`src/rtl/flash_arbiter.sv`:
```
// ---------------------------------------------------------------------------
// flash_arbiter
//
// Two-requester round-robin arbiter and sequencer in front of the 8-bit
// StrataFlash bridge. It grants the bridge to client A or B and issues one
// start strobe with the granted request's fields latched. It then waits for
// the bridge's completion and returns read data and status to the granted
// client with a one-cycle acknowledge.
//
// Optional feature macro: FLASH_ARB_TIMEOUT_EN
//   defined   - WAIT aborts after TIMEOUT_CYCLES cycles without br_done
//               (br_abort pulse, err = 1, rd_data = 0x00, ack still issued)
//   undefined - WAIT holds until br_done; err and br_abort are tied to 0
//
// Parameters:
//   TIMEOUT_CYCLES   WAIT cycles allowed before abort (1..255)
//
// Ports:
//   CLK_50MHZ                     system clock (only clock)
//   RST                           synchronous active-high reset
//   a_req/a_rw/a_addr/a_wdata     requester A request (rw: 1 = read)
//   a_ack                         one-cycle completion pulse to A
//   b_req/b_rw/b_addr/b_wdata     requester B request
//   b_ack                         one-cycle completion pulse to B
//   rd_data                       read result, held until the next ack
//   err                           timeout flag, valid in the ack cycle
//   owner                         current/last grant (0 = A, 1 = B)
//   busy                          high in every state except IDLE
//   br_start                      one-cycle start strobe to the bridge
//   br_rw/br_addr/br_wdata        latched request fields to the bridge
//   br_done/br_rdata              bridge completion and read data
//   br_abort                      one-cycle abort strobe on timeout
// ---------------------------------------------------------------------------
module flash_arbiter #(
    parameter int TIMEOUT_CYCLES = 200
) (
    input  logic       CLK_50MHZ,
    input  logic       RST,
    input  logic       a_req,
    input  logic       a_rw,
    input  logic [7:0] a_addr,
    input  logic [7:0] a_wdata,
    output logic       a_ack,
    input  logic       b_req,
    input  logic       b_rw,
    input  logic [7:0] b_addr,
    input  logic [7:0] b_wdata,
    output logic       b_ack,
    output logic [7:0] rd_data,
    output logic       err,
    output logic       owner,
    output logic       busy,
    output logic       br_start,
    output logic       br_rw,
    output logic [7:0] br_addr,
    output logic [7:0] br_wdata,
    input  logic       br_done,
    input  logic [7:0] br_rdata,
    output logic       br_abort
);

    typedef enum logic [1:0] {
        ST_IDLE,
        ST_ISSUE,
        ST_WAIT,
        ST_DONE
    } arbState_t;

    arbState_t  r_state;
    arbState_t  w_nextState;

    logic       r_owner;
    logic       r_aAck;
    logic       r_bAck;
    logic       r_brRw;
    logic [7:0] r_brAddr;
    logic [7:0] r_brWdata;
    logic [7:0] r_rdData;

    logic       w_aReq;
    logic       w_bReq;
    logic       w_anyReq;
    logic       w_grantB;
    logic       w_timeout;
    logic       w_busy;
    logic       w_brStart;

    // The ack is registered, so during the ack cycle the completed client
    // still holds req high. Masking it here keeps IDLE from re-granting a
    // request that has just been acknowledged.
    assign w_aReq   = a_req & ~r_aAck;
    assign w_bReq   = b_req & ~r_bAck;
    assign w_anyReq = w_aReq | w_bReq;

    // B wins when it is alone, or when both request and A was the last owner.
    assign w_grantB = w_bReq & (~w_aReq | ~r_owner);

`ifdef FLASH_ARB_TIMEOUT_EN
    localparam logic [7:0] TIMEOUT_LAST = 8'(TIMEOUT_CYCLES - 1);

    logic [7:0] r_count;
    logic       r_err;
    logic       r_abort;

    // The timeout fires on the WAIT edge at which the counter would reach
    // TIMEOUT_CYCLES; a br_done on that same edge takes priority.
    assign w_timeout = (r_state == ST_WAIT) && !br_done && (r_count == TIMEOUT_LAST);

    // Saturating count of WAIT cycles seen with br_done low.
    always_ff @(posedge CLK_50MHZ) begin
        if (RST) begin
            r_count <= 8'h00;
        end else if (r_state == ST_ISSUE) begin
            r_count <= 8'h00;
        end else if ((r_state == ST_WAIT) && !br_done && (r_count != 8'hFF)) begin
            r_count <= r_count + 8'h01;
        end
    end

    // Error flag and abort strobe for the timeout path.
    always_ff @(posedge CLK_50MHZ) begin
        if (RST) begin
            r_err   <= 1'b0;
            r_abort <= 1'b0;
        end else begin
            r_abort <= 1'b0;
            if (r_state == ST_WAIT) begin
                if (br_done) begin
                    r_err <= 1'b0;
                end else if (w_timeout) begin
                    r_err   <= 1'b1;
                    r_abort <= 1'b1;
                end
            end
        end
    end

    assign err      = r_err;
    assign br_abort = r_abort;
`else
    localparam int unusedTimeoutCycles = TIMEOUT_CYCLES;

    assign w_timeout = 1'b0;
    assign err       = 1'b0;
    assign br_abort  = 1'b0;
`endif

    // State register.
    always_ff @(posedge CLK_50MHZ) begin
        if (RST) begin
            r_state <= ST_IDLE;
        end else begin
            r_state <= w_nextState;
        end
    end

    // Next-state logic: grant, one issue cycle, wait for completion, ack.
    always_comb begin
        w_nextState = r_state;
        case (r_state)
            ST_IDLE:  if (w_anyReq) w_nextState = ST_ISSUE;
            ST_ISSUE: w_nextState = ST_WAIT;
            ST_WAIT:  if (br_done || w_timeout) w_nextState = ST_DONE;
            ST_DONE:  w_nextState = ST_IDLE;
            default:  w_nextState = ST_IDLE;
        endcase
    end

    // Output decode: the start strobe is exactly the ISSUE cycle.
    always_comb begin
        w_busy    = 1'b1;
        w_brStart = 1'b0;
        case (r_state)
            ST_IDLE:  w_busy    = 1'b0;
            ST_ISSUE: w_brStart = 1'b1;
            default:  ;
        endcase
    end

    // Datapath: latch the winner's fields at the grant, capture the result
    // in WAIT, and pulse the owner's ack on leaving DONE.
    always_ff @(posedge CLK_50MHZ) begin
        if (RST) begin
            r_owner   <= 1'b1;
            r_aAck    <= 1'b0;
            r_bAck    <= 1'b0;
            r_brRw    <= 1'b0;
            r_brAddr  <= 8'h00;
            r_brWdata <= 8'h00;
            r_rdData  <= 8'h00;
        end else begin
            r_aAck <= 1'b0;
            r_bAck <= 1'b0;
            case (r_state)
                ST_IDLE: begin
                    if (w_anyReq) begin
                        r_owner   <= w_grantB;
                        r_brRw    <= w_grantB ? b_rw    : a_rw;
                        r_brAddr  <= w_grantB ? b_addr  : a_addr;
                        r_brWdata <= w_grantB ? b_wdata : a_wdata;
                    end
                end
                ST_WAIT: begin
                    if (br_done) begin
                        if (r_brRw) r_rdData <= br_rdata;
                    end else if (w_timeout) begin
                        r_rdData <= 8'h00;
                    end
                end
                ST_DONE: begin
                    r_aAck <= ~r_owner;
                    r_bAck <= r_owner;
                end
                default: ;
            endcase
        end
    end

    assign a_ack    = r_aAck;
    assign b_ack    = r_bAck;
    assign rd_data  = r_rdData;
    assign owner    = r_owner;
    assign busy     = w_busy;
    assign br_start = w_brStart;
    assign br_rw    = r_brRw;
    assign br_addr  = r_brAddr;
    assign br_wdata = r_brWdata;

endmodule

```
`config.mk`:
```
export PLATFORM = sky130hd
export DESIGN_NAME = flash_arbiter
export DESIGN_NICKNAME = d
export VERILOG_FILES = /design/src/rtl/flash_arbiter.sv
export SDC_FILE = /design/constraint.sdc
export NUM_CORES = 1
export LEC_CHECK = 0
export CAP_MARGIN = 5
export CELL_PAD_IN_SITES_DETAIL_PLACEMENT = 0
export CELL_PAD_IN_SITES_GLOBAL_PLACEMENT = 1
export CORE_AREA = 2 2 68 83
export CTS_BUF_LIST = sky130_fd_sc_hd__clkbuf_4 sky130_fd_sc_hd__clkbuf_8
export DETAILED_ROUTE_END_ITERATION = 12
export DIE_AREA = 0 0 70 85
export PLACE_DENSITY = 0.92
export SYNTH_ARGS = -nofsm -noshare
export SYNTH_HDL_FRONTEND = slang
export SYNTH_SLANG_ARGS = --single-unit
```
`constraint.sdc`:
```
create_clock -name CLK_50MHZ -period 2.4 [get_ports CLK_50MHZ]
set_input_delay 0.36 -clock CLK_50MHZ [delete_from_list [all_inputs] [get_ports CLK_50MHZ]]
set_output_delay 0.36 -clock CLK_50MHZ [all_outputs]
set_load 0.005 [all_outputs]
```
==> commit_impl_results.txt, run 1 <==
Record implementation results from latest flow run

- The run finished with clean final reports.
- Tally of yosys warning messages: 0
- The placement summary gives the final routability congestion estimate as 0.720.
- Total routed wirelength: 4.58 mm
- Final #Nets: 299
* Switching part of the total: 34.6%
* Crit Path Class: register to output port
* CTS tree: built
- Setup repair after global routing missed its margin: no
- The worst hold path belongs to the class register to register.
- Fraction of layout cells with a size suffix above 1: between 10 and 15%
- Clock skew on the completed layout was measured at 0.00437 ns.
- Gates resized, CTS repair: 0
* Critical path data required time: between 2 and 2.5 ns
- Antenna violations before repair: 0
- Aggregate negative setup slack: 0 ns
- Per the OpenROAD floorplan log, the width of the die is 70 um.
- Synthesized netlist cell count: 176
* Sum of met2 wire segment lengths after detailed routing: 2.25 mm
- Number of top-level pins: a little under 80
- Most used flip-flop cell after synthesis: dfxtp_1
- Max-slew check failures listed in the final report amount to 0.
* Buffer type at the clock tree root: clkbuf_8
- Area of the core: slightly above 0.005 sq mm
- Looking at area per cell type in the netlist, the leader is dfxtp_1.
- Relative contribution of sequential cells to total power: approximately a third
- Minimum period implied by the final worst setup slack: 2.15 ns
- Comb power frac: 46.5%
* Worst-case headroom to the max-slew limit: approximately 44%
- The detailed router placed around 1600 vias in this run.
- Met3 WL post-DR: 318 um
- Vias per std cell: 5.21
* # diodes: 0
- The HPWL after detailed placement is about 3.3 mm.
- M1 wire length: 1.88 mm
- Cell area power density: 836 mW/mm^2
* Final period utilization: 89.6%
- Number of buffers on the longest clock path: 2
- Nets still carrying antenna violations after routing amount to 0.
* Fraction of power consumed by the clock network: between 20% and 30%
- Die Height: 85 um
* Clk pin slew, worst setup/hold paths: 0.07 ns
- Yosys reported a register bit count of 30.
* Transition time at the pin with the least slew margin: 0.838 ns
* Overall chip area: 0.00595 sq mm
- Once iteration 0 of detailed routing completed, the report listed 56 DRC markers.
- Count of max-cap constraint violations: 0
* Highest metal layer with signal wires: met4
- In this run the layout overhead on the synthesized area is reported as 52.4%.
- Top-area cell type share of the netlist area: 35.9%
* Mapped Avg Cell Area: about 9.5 sq um
- Crit Path Max Fanout: 10
- In this run, post-CTS hold repair placed 0 buffers.
- Internal power consumption: 1390 uW
- Share of synthesized area occupied by flip-flops and latches: 35.9%
- Fmax achieved: 465 MHz
- In this run the tools logged warnings totalling 29.
* Netlist area before placement: around 0.0017 sq mm
* Wire length per cell after detailed routing: 14.7 um
- Count of input and output buffers: 76
- Vias in the first global route: approximately 1600
- After global routing the overflow that remains totals 0.
* Arrival time of the worst setup path: around 1.8 ns
* Critical Path Sink Type: output port
- CTS saw 30 sinks.
- The highest supply drop recorded on VDD is ~0.46 mV.
* Setup fix buffers added after clock tree synthesis: 0
- Post-synthesis cell type count: 28
- STA classifies the critical path startpoint as a register.
* DRC violations left: 0
* Count of fill cells added during filler insertion: 501
- Looking at the clock tree report, the H-tree level count equals 2.
* Final setup vio count: 0
- The first global-routing pass estimated 7.73 mm of wire.
- Global-route total usage across every layer: between 15 and 20%
* Final Hold Violating Endpoints: 0
* Chip area in the Yosys report: approximately 0.0017 sq mm
- Yosys reported that registers with async set or reset make up 0%.
- Ranked by total cell area, the synthesized netlist is headed by dfxtp_1, a221oi_1, a221oi_2.
- Row generation in the floorplan step produced 29 rows.
- Entering global routing, the biggest net connects 23 pins.
* Net switching component of the power: 736 uW
- Yosys stat counts ~180 cells in the synthesized netlist.
- At the floorplan stage, the core utilization is reported as between 30% and 40%.
* Flip-flops with a built-in enable: 0
- Number of iterations in the first detailed-routing pass: 4
- P_leak: 0.00104 uW
==> run 1: flip-flops by register name, summed over array words and instances (netlist names) <==
| signal | flops |
|---|---|
| a_ack | 1 |
| b_ack | 1 |
| br_addr | 8 |
| br_rw | 1 |
| br_wdata | 8 |
| owner | 1 |
| r_state | 2 |
| rd_data | 8 |
==> run 1: final timing paths <==
kind	startpoint	to	slack, ns	cells after the start
worst max-delay path	r_state[0]$_SDFFE_PP0P_	busy	0.25	4
worst min-delay path	br_wdata[4]$_SDFFE_PP0P_	br_wdata[4]$_SDFFE_PP0P_	0.46	2
worst max register to register	r_state[0]$_SDFFE_PP0P_	br_wdata[1]$_SDFFE_PP0P_	0.41	5
worst min register to register	br_wdata[4]$_SDFFE_PP0P_	br_wdata[4]$_SDFFE_PP0P_	0.46	2
==> run 1: synthesized netlist by cell type (2+ instances only) <==
library cell  instances
o21ai_0              17
buf_4                 2
ha_1                  4
a221oi_1             24
mux2i_1               9
nand2_1               2
nand2b_1              2
buf_6                 2
buf_2                 5
nor2_1                8
dfxtp_1              30
and3b_2               4
a221oi_2             10
clkbuf_1              9
and3b_1              14
inv_1                22
==> run 1: critical path: stages (launching register included) <==
cell and delay [ns]:
dfxtp_1 0.39, inv_1 0.08, ha_1 0.23, inv_1 0.25, clkdlybuf4s50_1 0.57
==> run 1: kinds of logic after synthesis <==
group	count (synthesis)	synth area share [%]
AOI/OAI and AO/OA	55	28.8
adders and majority gates	4	2.99
buffers and inverters	42	12.1
DFF	30	35.9
muxes	9	5.39
other	1	0.224
and+or+nand+nor	35	14.6
==> run 1: stage by stage <==
stage / instances / hold slack, ns / cell area [sq um] / total power (uW) / setup slack, ns
2_1_floorplan: 177 / 0.459 / 1680 / 1330 / 0.779
3_3_place_gp: 303 / 0.452 / 2450 / 1700 / 0.323
3_5_place_dp: 303 / 0.455 / 2450 / 1720 / 0.331
4_1_cts: 311 / 0.465 / 2550 / 2150 / 0.235
5_1_grt: 311 / 0.490 / 2550 / 2290 / 0.0656
6_report: 311 / 0.463 / 2550 / 2130 / 0.250
==> run 1: cell usage in the layout, fill, tap and decap left out, types with 8 or more instances in the layout <==
cell type	n
o21ai_0	17
dfxtp_1	30
nor2_1	8
mux2i_1	9
buf_4	8
a221oi_2	10
clkdlybuf4s50_1	76
a221oi_1	24
and3b_1	14
inv_1	22
==> run 1: power by group through the flow <==
stage	registers [uW]	logic, uW	clock network (uW)
3_5_place_dp	722	997	0
4_1_cts	712	1000	439
3_3_place_gp	718	986	0
6_report	709	991	430
2_1_floorplan	716	616	0
5_1_grt	727	1110	459
==> run 1: routing by layer <==
layer	vias to the layer above	global-route usage [%]
met1	754	19.1
li1	791	-
met5	-	0
met2	64	27.4
met4	0	8.74
met3	10	4.04
==> run 1: area by class of cell <==
class | instances | area [sq um] | share of cell area [%]
repair buffers | 84 | 821 | 32.2
clock buffers | 6 | 82.6 | 3.24
multi-input cells | 105 | 873 | 34.2
clock inverters | 2 | 12.5 | 0.491
well taps | 62 | 77.6 | 3.04
flip-flops and latches | 30 | 601 | 23.6
inverters | 22 | 82.6 | 3.24
==> run_1/flops_by_reg.png <==
Other sequential cells in the stronger grey, the rest of the logic in the fainter grey.
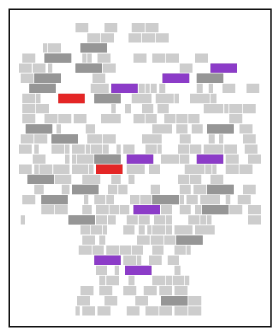
- `r_state`: red (sequential cells 2)
- `br_addr`: purple (sequential cells 8)
Seq/total area: 23.6%
final cell utilization of the core: 49.5%
register area: 601 sq um
sequential power: 709 uW

==> run_1/io_placement.png <==
Pins as bars across the die edge, other pins in grey.
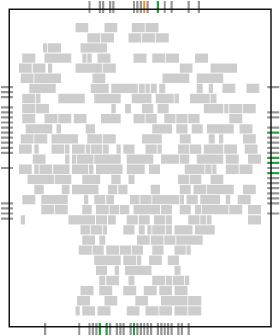
- `b_rw`: orange (pins 1; direction input; edge north)
- `b_addr`: green (pins 8; direction input; edge 4 east, 3 south, 1 north)

==> run_1/clocks.png <==
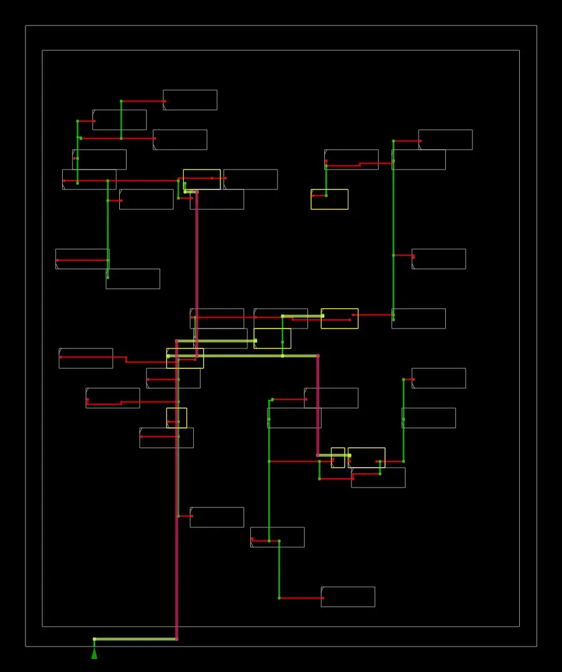
clk latency late pin: 0.28 ns
CTS buffer count: 5
# clk buffers: 6

==> run 2, diff against run 1 <==
==> constraint.sdc (replaced) <==
create_clock -name CLK_50MHZ -period 2.4 [get_ports CLK_50MHZ]
set_input_delay 0.36 -clock CLK_50MHZ [delete_from_list [all_inputs] [get_ports CLK_50MHZ]]
set_output_delay 0.36 -clock CLK_50MHZ [all_outputs]
set_load 0.01 [all_outputs]
==> run_2/clocks.png <==
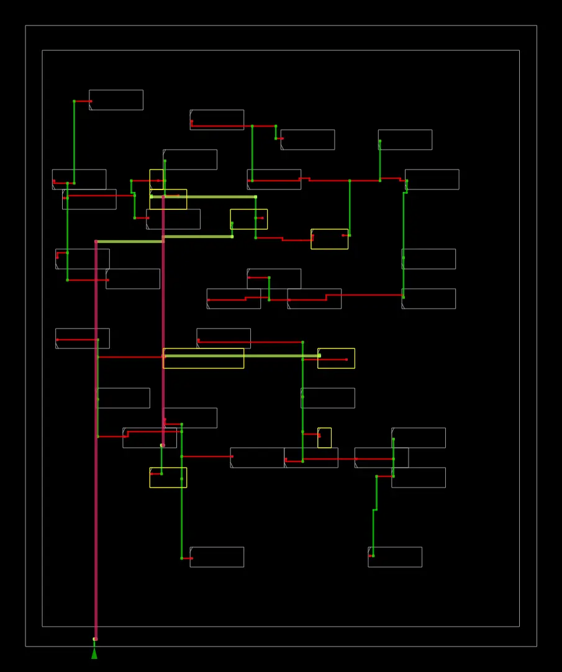
number of flip-flops and latches: 30
number of sinks handled by clock tree synthesis: 30
power of the clock network: 506 uW

==> run_2/wires.png <==
Bar = 20 um.
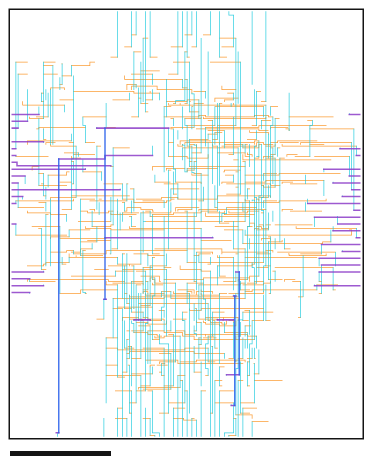
- metal 1: orange (wire length 2010 um)
- metal 4: blue (wire length 131 um)
- metal 2: cyan (wire length 2300 um)
- metal 3: purple (wire length 266 um)
global-route total usage across every layer: 16.7%
total routed wirelength: 4.71 mm

==> commit_impl_results.txt, run 2 <==
Record implementation results from latest flow run

- Post-layout instance area: 0.00256 sq mm (+0.54%)
- The largest net degree at the start of global routing came to 23 (unchanged).
- The final clock period utilization by the worst path is 92.7% (+3.2 points).
* Register area: 601 sq um (unchanged)
* Fraction of layout cells with a size suffix above 1: 12.4% (unchanged)
* Aggregate negative setup slack: 0 ns (unchanged)
- The maximum resistive drop on vdd came to 0.441 mV (-3.7%).
- Worst-case headroom to the max-slew limit: 46.3% (+2.2 points)
- In the layout the commonest cells are clkdlybuf4s50_1, dfxtp_1, a221oi_1.
- Vias in the first global route: 1640 (+0.80%)
- Setup repair after global routing missed its margin: no
* Post-synthesis cell type count: 28 (unchanged)
* Run status: complete, no violations
* Crit Path Max Fanout: 10 (unchanged)
- Cell taking the most area after synthesis: dfxtp_1
- The post-placement cell area was 0.00245 sq mm (unchanged).
- Number of OpenROAD warnings: 29 (unchanged)
- The TritonCTS buffer count was 5 (unchanged).
* Number of slew-limit violations in the final report: 0 (unchanged)
- The HPWL reported at the end of detailed placement was 3.43 mm (+3.4%).
- DRC violations left: 0 (unchanged)
* Antenna violations before repair: 0 (unchanged)
- The area of the mapped netlist came to 0.00167 sq mm (unchanged).
- Top-area cell type share of the netlist area: 35.9% (unchanged)
- Hold Crit Class: register to register
- CTS tree: built
- CTS placed an instance of clkbuf_8 at the clock tree root.
- Final setup vio count: 0 (unchanged)
* DRT antenna net count: 0 (unchanged)
- The post-route clock skew is 0.0117 ns (+0.00730 ns).
* Number of standard-cell rows in the floorplan: 29 (unchanged)
- Area of the core: 0.00515 sq mm (unchanged)
- Die Height: 85 um (unchanged)
- Yosys Instances: 176 (unchanged)
- The gate count after technology mapping came to 176 (unchanged).
- The required time of the worst setup path came to 2.04 ns (about the same).
- The summed standard-cell area reported by yosys is 0.00167 sq mm (unchanged).
* Critical Path Sink Type: output port
* Count of fill cells added during filler insertion: 486 (-3.0%)
- Number of top-level pins: 79 (unchanged)
- The antenna diode count was 0 (unchanged).
- Async SR Flop Fraction: 0% (unchanged)
* Final non-filler cell total: 311 (unchanged)
- Sorting the synthesized cells by how often they occur yields dfxtp_1, a221oi_1, inv_1.
* Clk latency late pin: 0.29 ns (about the same)
- The final estimated routing congestion in global placement is 0.752 (+4.5%).
- The number of hold buffers added after cts was 0 (unchanged).
* Fp_density: 32.5% (unchanged)
* Mapped Avg Cell Area: 9.50 sq um (unchanged)
- Chip width: 70 um (unchanged)
- The detailed-route via count was 1607 (-0.74%).
- Critical Path Source Type: register
- The clock-pin slew reported for the worst setup and hold paths after clock tree synthesis is 0.07 ns (about the same).
- The area of the multi-input gates is 873 sq um (unchanged).
* P_leak: 0.00105 uW (+0.98%)
- The count of buffers from port buffering is 76 (unchanged).
* Minimum period implied by the final worst setup slack: 2.23 ns (+0.0758 ns)
- The critical path data arrival time was 1.87 ns (+0.08 ns).
- Crit Path Class: register to output port
- The setup fix buffers added after clock tree synthesis was 0 (unchanged).
* H-tree depth: 2 (unchanged)
- Among logic cells in the layout, the one with the most instances is clkdlybuf4s50_1.
- The achievable frequency came to 449 MHz (-3.4%).
* Overall chip area: 0.00595 sq mm (unchanged)
- The post-synthesis sequential element count came to 30 (unchanged).
* Top cell type by instance count after synthesis: dfxtp_1
- Final #Nets: 299 (unchanged)
* Number of buffers on the longest clock path: 2 (unchanged)
* Initial drt markers: 68 (+21%)
- The number of iterations in the first detailed-routing pass was 4 (unchanged).
- The pre-CTS setup slack came to 0.341 ns (+0.00967 ns).
- Number of cells after detailed placement: 303 (unchanged)
- Power after layout: 2270 uW (+6.7%)
* Gates resized, CTS repair: 0 (unchanged)
- Most used flip-flop cell after synthesis: dfxtp_1
- Wire length of the first global-routing pass: 7.80 mm (+0.89%)
- Transition time at the pin with the least slew margin: 0.806 ns (-0.0327 ns)
* Area delta synth->final: 53.3%
* Final Hold Violating Endpoints: 0 (unchanged)
* Wire length per cell after detailed routing: 15.1 um (+2.9%)
* Vias per std cell: 5.17 (-0.74%)
* Count of max-cap constraint violations: 0 (unchanged)
* Share of synthesized area occupied by flip-flops and latches: 35.9% (unchanged)
- The power per cell area was 887 mW/mm^2 (+6.1%).
* Tally of yosys warning messages: 0 (unchanged)
* Biggest area cells: dfxtp_1, a221oi_1, a221oi_2
- The aggregate global routing overflow was 0 (unchanged).
- The final worst slack is 0.174 ns (-0.0758 ns).
- Flip-flops with a built-in enable: 0 (unchanged)
run 2: cell types whose count changed in the layout (fill, tap and decap cells not counted), sizes merged:
| cell | change |
|---|---|
| clkbuf | -1 |
| clkinvlp | -1 |
| clkinv | +1 |
| bufinv | +1 |
run 2: metal layers:
| layer | up-vias | share of wire, % | global-route usage, % | wire length [um] |
|---|---|---|---|---|
| met5 | - | 0 | 0 | 0 |
| met4 | 0 | 2.8 | 8.04 | 130 |
| met3 | 9 | 5.6 | 4.87 | 266 |
| met2 | 52 | 49 | 26.8 | 2300 |
| met1 | 755 | 43 | 20.5 | 2010 |
| li1 | 791 | - | - | - |
run 2: worst max-delay path, cell delays in order, from the launching register on:
cell             delay [ns]
dfxtp_1                0.40
inv_1                  0.09
ha_1                   0.23
inv_1                  0.27
clkdlybuf4s50_1        0.60
run 2: report_power, final:
part / switching (uW) / internal, uW / total [uW] / leakage [uW]
clock: 200 / 305 / 506 / 0.0000579
sequential: 89.5 / 626 / 715 / 0.000247
combinational: 500 / 552 / 1050 / 0.000750
run 2: worst paths after layout:
check,start,cells past startpoint,to,slack (ns)
setup / recovery,r_state[0]$_SDFFE_PP0P_,4,busy,0.17
hold / removal,br_addr[0]$_SDFFE_PP0P_,2,br_addr[0]$_SDFFE_PP0P_,0.46
setup reg to reg,r_state[0]$_SDFFE_PP0P_,5,br_wdata[1]$_SDFFE_PP0P_,0.39
hold reg to reg,br_addr[0]$_SDFFE_PP0P_,2,br_addr[0]$_SDFFE_PP0P_,0.46
run 2: layout make-up:
class	instances	area share [%]
multi-input combinational	105	34.1
timing repair buffer	84	32.0
sequential	30	23.4
inverter	22	3.22
tap	62	3.03
clock buffer	5	2.68
clock inverter	3	1.56
run 2: logic make-up after synthesis:
logic type / synth area share, %
AOI/OAI and AO/OA: 28.8
buffers and inverters: 12.1
and+or+nand+nor: 14.6
DFF: 35.9
muxes: 5.39
adders and majority gates: 2.99
other: 0.224
run 2: stage by stage:
step                util (%)  hold WS (ns)
finish                  49.8         0.463
global placement        47.6         0.452
detailed placement      47.6         0.452
floorplan                  -         0.468
global route            49.8         0.485
CTS                     49.8         0.464
Power is estimated from default activity; no workload was simulated.
